Design row_avg_stream_flat, sky130hd; sources not shown.
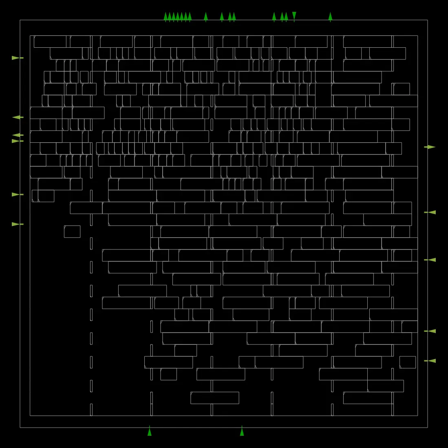
*Cell placement, run 1*
Flop Count: 94
num tapcells: 102
placeable core region: 7730 µm²
site row count: 32

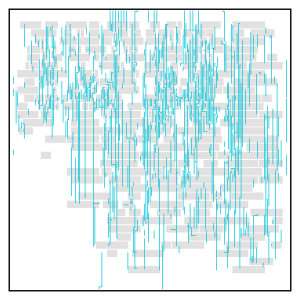
*Signal wires on met2, run 1*
(3 px per µm)
302 nets have wire on it. The longest straight run is 50.3 µm.
global-route met2 utilization: 30.9%
detailed-route via count: 2413
Post-Route WL: 7770 µm

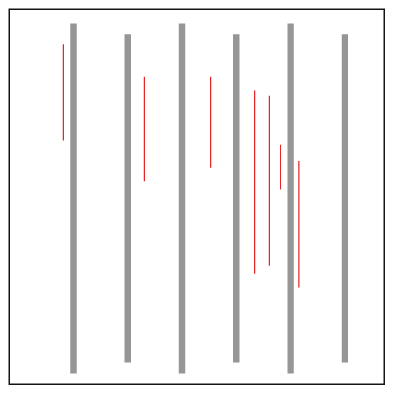
*Metal 4, run 1*
(4 px per µm) Supply wires on this layer in gray.
6 nets have wire on it. The layer carries 202 µm of wire. The longest straight run is 45.6 µm. The wires run mostly vertical.

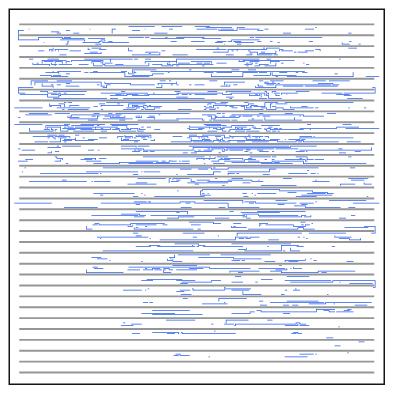
*Met1 routing, run 1*
(4 px per µm) Supply wires on this layer in gray.
The layer holds 45% of the routed length. The longest straight run is 38.4 µm. 331 nets have wire on it. The layer carries 3460 µm of wire.
met1 usage in global routing: 25.2%

==> run summary, run 1 <==
Implementation progress

The run finished with clean final reports. By instance count after routing, the leading logic cell type is sky130_fd_sc_hd__edfxtp_1. For this run, the post-layout net count is 342. Summed over its instances, the top area cell type makes up 48.2% of the synthesized netlist area. The longest incremental delay of any stage on the critical path is reported as 1.01 ns. STA classifies the critical path endpoint as a register. Per the synth log, the flip-flop and latch total comes to 94. The sequential logic power stands at 563 µW. The max-slew violation count stands at 0. Final hold analysis gives a worst-case slack of 0.463 ns. Per the OpenROAD power report, switching power amounts to 223 µW.

In this run the critical path is formed by mux4_1 > mux2_2 > ha_1 > nor2b_1 > o31a_1 > o21a_1 > or4_1 > nand3_1. The required time at the worst endpoint is listed as 7.91 ns. The number of enable-type register cells in the synthesized netlist stands at 64. The clock-pin slew on the worst setup and hold paths stands at 0.09 ns. Per the detail_route report, DRC violations left total 0. The portion of the layout cell area used by clock cells stands at 4.05%. The final report lists a non-filler cell total of 426.

At the worst endpoint, the arrival time is 3.85 ns. The path class of the tightest hold or removal check is reg -> reg. The net switching share of the total power stands at 23.4%. Routability-driven placement finished with a final weighted congestion of 0.855. The highest achievable clock rate stands at 282 MHz.
-- run 1: kinds of logic after synthesis --
kind of cell               synth area share, %
DFF                                       63.2
and+or+nand+nor                           10.8
AOI/OAI and AO/OA                         6.46
muxes                                     11.9
buffers and inverters                     2.76
adders and majority gates                 3.95
xor gates and xnor gates                 0.878
-- run 1: critical path: cells and delay by family (launching register included) --
kind,cells,cell delay (ns)
AOI/OAI and AO/OA,2,0.46
adders and majority gates,1,0.32
DFF,1,1.01
muxes,2,0.94
and+or+nand+nor,3,0.73
-- run 1: routing by layer --
metal / part of all wire, % / track usage [%] / up-vias
met2: 49 / 30.9 / 63
met5: 0 / 0 / -
li1: - / - / 1149
met4: 2.6 / 8.33 / 0
met1: 45 / 25.2 / 1183
met3: 3.7 / 4.27 / 18
### The metal 3 layer, run 1

(4 px per µm)
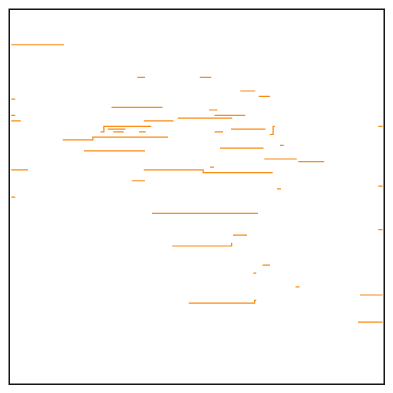

--- run 2 (diff from run 1) ---
==> constraint.sdc (replaced) <==
create_clock -name clk -period 3.7 [get_ports clk]
set_input_delay 0.37 -clock clk [delete_from_list [all_inputs] [get_ports clk]]
set_output_delay 0.37 -clock clk [all_outputs]
set_load 0.02 [all_outputs]
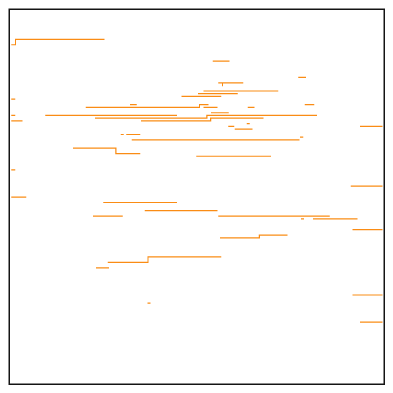
*The metal 3 layer, run 2*
(4 px per µm)
31 nets have wire on it. The layer carries 497 µm of wire. The wires run mostly horizontal. The layer holds 6.5% of the routed length.
detailed-route via count: 2391
Post-Route WL: 7690 µm

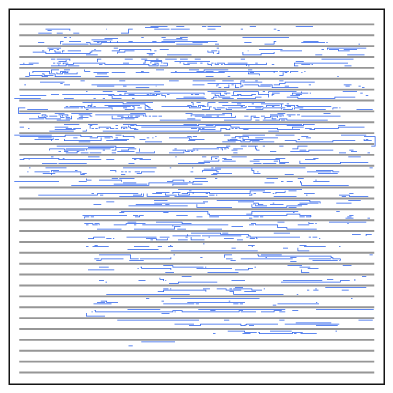
*Met1 routing, run 2*
(4 px per µm) Supply wires on this layer in gray.
The layer holds 42% of the routed length. The wires run mostly horizontal.
met1 usage in global routing: 24.3%

==> run summary, run 2 <==
Implementation progress

Status: finished clean (unchanged). The clock-pin slew on the worst setup and hold paths came to 0.08 ns (was 0.09 ns). The placement row count was 32 (unchanged). The most congested layer reported by global routing is met2 (unchanged).

The detailed route wirelength on metal2 is 3800 µm (was 3820 µm). The met2 track demand over resource in global routing stands at 31.5% (was 30.9%). The commonest non-fill, non-tap cell in the layout is sky130_fd_sc_hd__edfxtp_1 (unchanged). The first-iteration detailed-routing DRC count stands at 182 (was 153). The number of enable-type register cells in the synthesized netlist stands at 64 (unchanged). The final worst-path cycle share stands at 87.0% (was 46.6%). The area fraction in xor and xnor cells was 0.878% (unchanged).

The worst endpoint required time came to 4.00 ns (was 7.91 ns). The flip-flop and latch area stands at 2520 µm² (unchanged). The arrival time reported for the critical path endpoint stands at 3.52 ns (was 3.85 ns). The top layer used by detailed routing is met4 (unchanged). The unique cell type count in the Yosys netlist is 49 (unchanged).

The max-slew violation count stands at 0 (unchanged). The nature of the critical path endpoint is a register (unchanged). The routability-driven placement congestion ratio was 0.833 (was 0.855). The floorplan core area was 7730 µm² (unchanged).

The met3 wirelength from detailed routing stands at 496 µm (was 289 µm). The number of nets still failing antenna checks after routing stands at 0 (unchanged). The layout net count was 346 (was 342). The main logic family after synthesis is multiplexers (unchanged). The routing usage on met3 stands at 7.33% (was 4.27%). The cell type group with the largest total delay on the critical path is multiplexers (was flip-flops). The logic share of the area is 29.7% (was 30.1%). The count of max-cap constraint violations was 0 (unchanged). The compound-cell area share of the yosys netlist stands at 6.46% (unchanged). The highest achievable clock rate is 311 MHz (was 282 MHz). The number of nets at floorplan came to 311 (unchanged). The area share of the largest cell type after synthesis was 48.2% (unchanged).

The global router's overall resource usage is 19.6% (was 19.2%). Most frequent logic cells in the routed design: sky130_fd_sc_hd__edfxtp_1 (64), sky130_fd_sc_hd__nand2_1 (30), sky130_fd_sc_hd__dfxtp_1 (30) (unchanged). The number of remaining DRC errors stands at 0 (unchanged).

The flop count was 94 (unchanged). The number of buffers and inverters on the critical path was 0 (unchanged). Worst-path cell chain: mux4_1 > mux2_2 > ha_1 > nor2b_1 > o31a_1 > o21a_1 > or4_1 > nand3_1 (unchanged).

The cts-stage hold buffer count is 0 (unchanged). The count of inserted tapcells is 102 (unchanged). The worst min-delay path category is reg -> reg (unchanged). The static leakage came to 1.55 nW (was 1.53 nW). The type of the worst setup path was reg -> reg (unchanged).
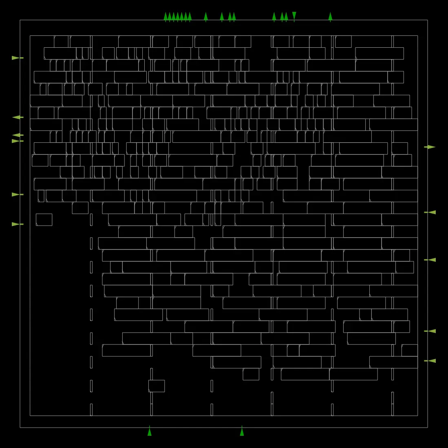
*Cell placement, run 2*
flop share of the area: 55.1%
fillers: 603
count of placed standard cells in the final layout, fillers left out: 430
final core area utilization: 59.2%

[run 2: per-stage QoR]
stage / power [mW] / hold slack [ns] / area [µm²] / setup slack, ns
final: 1.98 / 0.466 / 4580 / 0.481
after global routing: 2.06 / 0.485 / 4580 / 0.260
after CTS: 2.00 / 0.467 / 4580 / 0.462
after detailed placement: 1.35 / 0.456 / 4380 / 0.510
after global placement: 1.34 / 0.452 / 4380 / 0.562
after floorplan: 1.29 / 0.469 / 3990 / 0.733
[run 2: report_power, final]
group          switching (mW)  leakage [nW]  internal, mW  total (mW)
clock network           0.344        0.0972         0.313       0.657
logic                  0.0941         0.625        0.0811       0.175
registers              0.0140         0.824          1.14        1.15
total                   0.452          1.55          1.53        1.98
No activity file was given, so power comes from the tool's default toggle rates.
